File: src/rtl/spi_bus_arbiter.sv
// Purpose: grants the shared SPI pads (SCLK, MOSI, every chip select) to either
//          the memory controller or the peripheral engine, memory-first with a
//          bounded-starvation rule for the peripheral engine, and a guard gap between owners.
// Latency: a request sampled in IDLE is granted after the next edge. A release
//          sampled at edge N drops the grant after edge N. IDLE is reached after edge N+GUARD_CYCLES.
// Backpressure: req/gnt handshake with no preemption. The non-owner keeps waiting
//          with req held high, and its pins never reach the pads.
//
// Ports:
//   clk, rst_n                    clock, asynchronous active-low reset
//   mem_req / mem_gnt             memory engine request / ownership
//   mem_sclk, mem_mosi            memory engine SPI drive
//   mem_cs_ram_n, mem_cs_flash_n  memory engine chip selects
//   periph_req / periph_gnt       peripheral engine request / ownership
//   periph_sclk, periph_mosi      peripheral engine SPI drive
//   periph_cs_n[5:0]              [0]ADC [1]DAC [2]UART [3]ETH [4]GPIO [5]FLASH
//   spi_sclk, spi_mosi            pad drive
//   cs_ram_n, cs_flash_n          pad chip selects (flash is shared by both engines)
//   cs_periph_n[5:0]              pad chip selects, same index map as periph_cs_n
//   bus_busy                      high whenever the arbiter is not IDLE
//
// Parameters:
//   GUARD_CYCLES  idle cycles after every release, legal 1..15
//   STARVE_LIMIT  consecutive memory grants allowed while periph_req waits, legal 1..15

module spi_bus_arbiter #(
  parameter int unsigned GUARD_CYCLES = 2,
  parameter int unsigned STARVE_LIMIT = 4
) (
  input  logic       clk,
  input  logic       rst_n,
  input  logic       mem_req,
  output logic       mem_gnt,
  input  logic       mem_sclk,
  input  logic       mem_mosi,
  input  logic       mem_cs_ram_n,
  input  logic       mem_cs_flash_n,
  input  logic       periph_req,
  output logic       periph_gnt,
  input  logic       periph_sclk,
  input  logic       periph_mosi,
  input  logic [5:0] periph_cs_n,
  output logic       spi_sclk,
  output logic       spi_mosi,
  output logic       cs_ram_n,
  output logic       cs_flash_n,
  output logic [5:0] cs_periph_n,
  output logic       bus_busy
);

  localparam logic [3:0] GUARD_LOAD = 4'(GUARD_CYCLES);
  localparam logic [3:0] STARVE_MAX = 4'(STARVE_LIMIT);
  localparam logic [3:0] CNT_SAT    = 4'hF;
  localparam int         CS_FLASH   = 5;

  typedef enum logic [1:0] {
    ST_IDLE   = 2'd0,
    ST_MEM    = 2'd1,
    ST_PERIPH = 2'd2,
    ST_GUARD  = 2'd3
  } state_t;

  state_t     state_q, state_d;
  logic [3:0] guard_cnt_q, guard_cnt_d;
  logic [3:0] starve_cnt_q, starve_cnt_d;
  logic       mem_gnt_q, mem_gnt_d;
  logic       periph_gnt_q, periph_gnt_d;
  logic       bus_busy_q, bus_busy_d;

  // Next-state logic.
  always_comb begin
    state_d      = state_q;
    guard_cnt_d  = guard_cnt_q;
    starve_cnt_d = starve_cnt_q;

    unique case (state_q)
      ST_IDLE: begin
        // The peripheral engine wins a tie only once memory has taken
        // STARVE_LIMIT grants in a row while the peripheral engine was waiting.
        if (periph_req && (!mem_req || (starve_cnt_q == STARVE_MAX))) begin
          state_d      = ST_PERIPH;
          starve_cnt_d = '0;
        end else if (mem_req) begin
          state_d = ST_MEM;
          if (periph_req) begin
            starve_cnt_d = (starve_cnt_q == CNT_SAT) ? CNT_SAT : starve_cnt_q + 4'd1;
          end else begin
            starve_cnt_d = '0;
          end
        end
      end

      ST_MEM: begin
        if (!mem_req) begin
          state_d     = ST_GUARD;
          guard_cnt_d = GUARD_LOAD;
        end
      end

      ST_PERIPH: begin
        if (!periph_req) begin
          state_d     = ST_GUARD;
          guard_cnt_d = GUARD_LOAD;
        end
      end

      ST_GUARD: begin
        // Requests are deliberately ignored here. A waiting engine is picked up
        // in IDLE, so there is always at least one extra all-CS-high cycle.
        guard_cnt_d = (guard_cnt_q == 4'd0) ? 4'd0 : guard_cnt_q - 4'd1;
        if (guard_cnt_q <= 4'd1) begin
          state_d = ST_IDLE;
        end
      end

      default: begin
        state_d = ST_IDLE;
      end
    endcase

    // Grants and busy are registered and decoded from the next state, so they
    // always match the state register exactly.
    mem_gnt_d    = (state_d == ST_MEM);
    periph_gnt_d = (state_d == ST_PERIPH);
    bus_busy_d   = (state_d != ST_IDLE);
  end

  always_ff @(posedge clk or negedge rst_n) begin
    if (!rst_n) begin
      state_q      <= ST_IDLE;
      guard_cnt_q  <= '0;
      starve_cnt_q <= '0;
      mem_gnt_q    <= 1'b0;
      periph_gnt_q <= 1'b0;
      bus_busy_q   <= 1'b0;
    end else begin
      state_q      <= state_d;
      guard_cnt_q  <= guard_cnt_d;
      starve_cnt_q <= starve_cnt_d;
      mem_gnt_q    <= mem_gnt_d;
      periph_gnt_q <= periph_gnt_d;
      bus_busy_q   <= bus_busy_d;
    end
  end

  assign mem_gnt    = mem_gnt_q;
  assign periph_gnt = periph_gnt_q;
  assign bus_busy   = bus_busy_q;

  // Pad mux. It decodes only the registered state, so an asynchronous reset
  // parks the pads immediately. In IDLE/GUARD every CS is high and SCLK/MOSI are low.
  always_comb begin
    spi_sclk    = 1'b0;
    spi_mosi    = 1'b0;
    cs_ram_n    = 1'b1;
    cs_flash_n  = 1'b1;
    cs_periph_n = 6'h3F;

    unique case (state_q)
      ST_MEM: begin
        spi_sclk   = mem_sclk;
        spi_mosi   = mem_mosi;
        cs_ram_n   = mem_cs_ram_n;
        cs_flash_n = mem_cs_flash_n;
      end
      ST_PERIPH: begin
        spi_sclk    = periph_sclk;
        spi_mosi    = periph_mosi;
        // The peripheral engine reaches the flash through the shared flash pad,
        // so its own FLASH slot on the peripheral pads is held high.
        cs_flash_n  = periph_cs_n[CS_FLASH];
        cs_periph_n = {1'b1, periph_cs_n[4:0]};
      end
      default: begin
      end
    endcase
  end

endmodule

File: config.mk
export PLATFORM = sky130hd
export DESIGN_NAME = spi_bus_arbiter
export DESIGN_NICKNAME = d
export VERILOG_FILES = /design/src/rtl/spi_bus_arbiter.sv
export SDC_FILE = /design/constraint.sdc
export NUM_CORES = 1
export LEC_CHECK = 0
export ABC_CLOCK_PERIOD_IN_PS = 5000
export CAP_MARGIN = 40
export CORE_ASPECT_RATIO = 1.1
export CORE_MARGIN = 2
export CORE_UTILIZATION = 34
export DETAILED_ROUTE_END_ITERATION = 16
export PLACE_DENSITY = 0.73
export SETUP_SLACK_MARGIN = 0.4
export SLEW_MARGIN = 20
export SYNTH_ARGS = -nofsm -noshare
export SYNTH_HDL_FRONTEND = slang
export SYNTH_SLANG_ARGS = --single-unit
File: constraint.sdc
create_clock -name clk -period 5 [get_ports clk]
set_clock_uncertainty 0.2 [all_clocks]
set_input_delay 1 -clock clk [delete_from_list [all_inputs] [get_ports clk]]
set_output_delay 1 -clock clk [all_outputs]
set_load 0.05 [all_outputs]
==> reports/metrics.cfg <==
[outcome]
status = finished, final reports clean

[job]
warnings = 31
cap_violations = 0

[critical_path]
cp_slowest_cell = clkdlybuf4s50_1
critical_path.cell_chain = clkdlybuf4s50_1 -> a22oi_1 -> nor2b_1 -> clkdlybuf4s50_1
path_delay_family = buffers and inverters
rr_worst_depth = 7
cpPeakStageDelay_ps = 810
worst-path-stages = 4
cp_num_buf_inv = 2
r2r_start = state_q[0]$_DFF_PN0_
crit_start = periph_sclk
timing.rr.end = periph_gnt$_DFF_PN0_
arrival_ps = 2480
cp_max_fo = 1
r2r_slack_ps = 2980
crit_end = spi_sclk
startpoint_type = primary input
cp.required_ps = 3800
critPathKind = in -> out
end_kind = output port

[logic_synthesis]
ys_area_sq_um = 870
syn-cell-area_sq_um = 870
yosysWarnings = 0
yosys-top-cells-area = dfrtp_1 (37%), ha_1 (10%), nand2b_1 (7.2%)
syn_inst = 93
ys_cells = 93
netlist.area_leader.share = 0.374
ys_sh_xor = 0
ys_sh_aoi = 0.240
adder_share = 0.101
numSynthFlops = 13
yosys.area_share.simple = 0.236
top_cell = dfrtp_1
flop_cell = dfrtp_1
post-synth-top-area-cell = dfrtp_1
syn_nets = 116
common_cells = dfrtp_1 (13), nand2b_1 (10), ha_1 (7), o21ai_0 (7)
topCombFamilyByArea = AND-OR/OR-AND gates
synth.distinct_cells = 32
synthMuxAreaShare = 0

[pwr]
clockPowerShare = 0.089
p_seq_frac = 0.247
power_density_nw_per_um2 = 580
internal_power_w = 0.000343
p_sw_w = 0.000349
p_leak_nw = 0.520
finalPower_w = 0.000692
p_comb_frac = 0.664
maxPowerGroup = combinational logic
p_comb_w = 0.000460
ir_drop_uv = 342

[floorplanning]
rows = 19
die_x_um = 52.2
tap_cells = 31
chip_area_sq_um = 2980
boundaryPins = 29
floorplan.core_util = 0.352

[final_timing]
rsz0062_at_grt = false
tightest_slew_ps = 541
hold_slack_ps = 389
setup_viol = 0
period_needed_ps = 3680
setup_ws_ps = 1320
finalMaxSlewViolations = 0
maxSlewHeadroom = 0.638
finalHoldViolations = 0
timing.fmax_mhz = 272
post-route-period-util = 0.736
finalSetupTns_ps = 0

[finish]
area_growth_pct = 37.3
clock_tree_area_fraction = 0.0231
inv_count = 7
sh_comb_area = 0.423
comb_cells = 71
stdcell_area_sq_um = 1190
num-fill-cells = 238
drive_above_1_share = 0.0820
antenna_cells = 0
final_nets = 146
nonClkBufAreaFrac = 0.226
comb_area_sq_um = 505
final_cell_mix = clkdlybuf4s50_1 (27), dfrtp_1 (13), nand2b_1 (10)
biggestRegsByFlops = guard_cnt_q x4, starve_cnt_q x4, state_q x2
layout_top_cell = clkdlybuf4s50_1
largest_cell_class = multi-input combinational cells

[cts]
cts-resized-gates = 0
ctsRootBufferMaster = clkbuf_4
clk_pin_slew_ps = 70
tritoncts = done
htree_levels = 1
clockBufferDepth = 2
cts_setup_buffers = 0
cts.sinks = 13
insertion_delay_ps = 270

[worst_hold_path]
min_path_cells = 1
hp-class = reg -> reg
worstHoldStart = guard_cnt_q[0]$_DFFE_PN0P_
min_to = guard_cnt_q[0]$_DFFE_PN0P_

[place]
hpwl_um = 1440
place_inst = 149
pre_cts_ws_ps = 1300
portBuffers = 27
post_dp_cell_area_sq_um = 1170
gp_congestion = 0.789

[global_route]
grt-ovfl-total = 0
grt_max_degree = 14
busiest_layer = met2
use_met1 = 0.143
grt_pass1_vias = 712
grtUsageMet3 = 0.0236
grtUsageMet2 = 0.210
track_usage = 0.120
antenna_found_initial = 0
grt_pass1_wl_um = 2790

[detailed_routing]
top_layer = met4
first_pass_iters = 3
dr_wl_met2_um = 817
viasPerCell = 5.03
routed_wl_um = 1770
wl_met3_um = 172
antenna_left = 0
dr_total_vias = 770
drt_iter0_markers = 10
wire_per_inst_um = 11.5

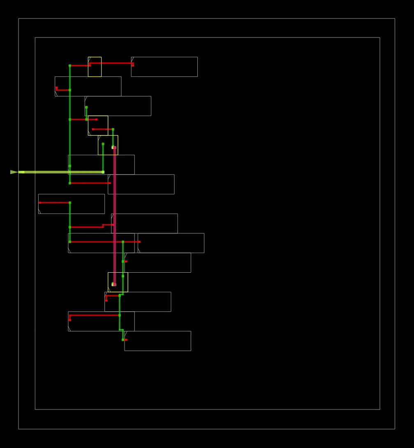
(images/clock_nets.png)
clock buffers: 3
Num CTS Buffers: 3
FFs & Latches: 13
Clk. pwr: 0.0000614 W

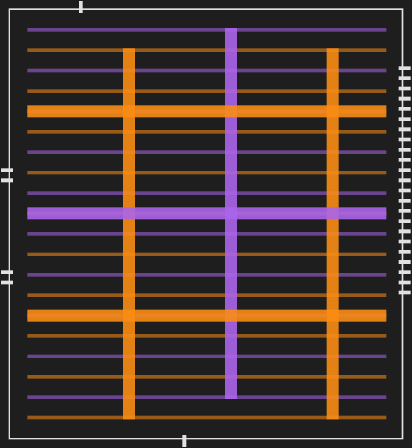
(images/floorplan.png)
Pins as bars on the die edge.
| color | net |
|---|---|
| orange | VSS |
| purple | VDD |
met1 rails: 20
met5 straps: 3
signal pins: 29
rows: 19
met4 straps: 3
Chip Height: 57.0 um
core area: 2470 sq um

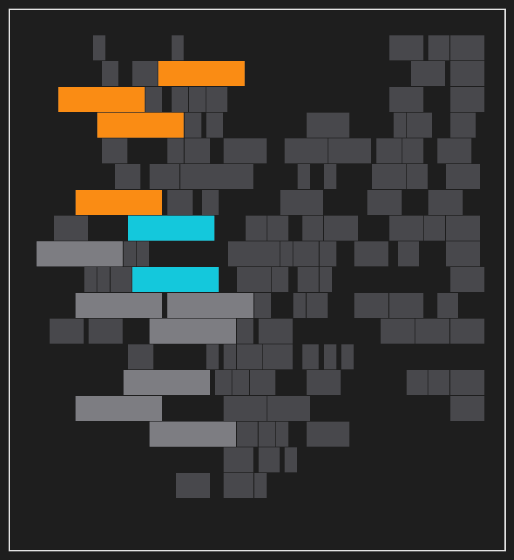
(images/ff_map.png)
Other sequential cells in the stronger gray, the rest of the logic in the fainter gray.
| color | name in the netlist | placed flops |
|---|---|---|
| orange | guard_cnt_q | 4 |
| cyan | state_q | 2 |
not colored: 7
Seq/total area: 0.273
Seq power: 0.000171 W
Seq. cell area: 325 sq um
Final Util: 0.483

Power is estimated from default activity; no workload was simulated.
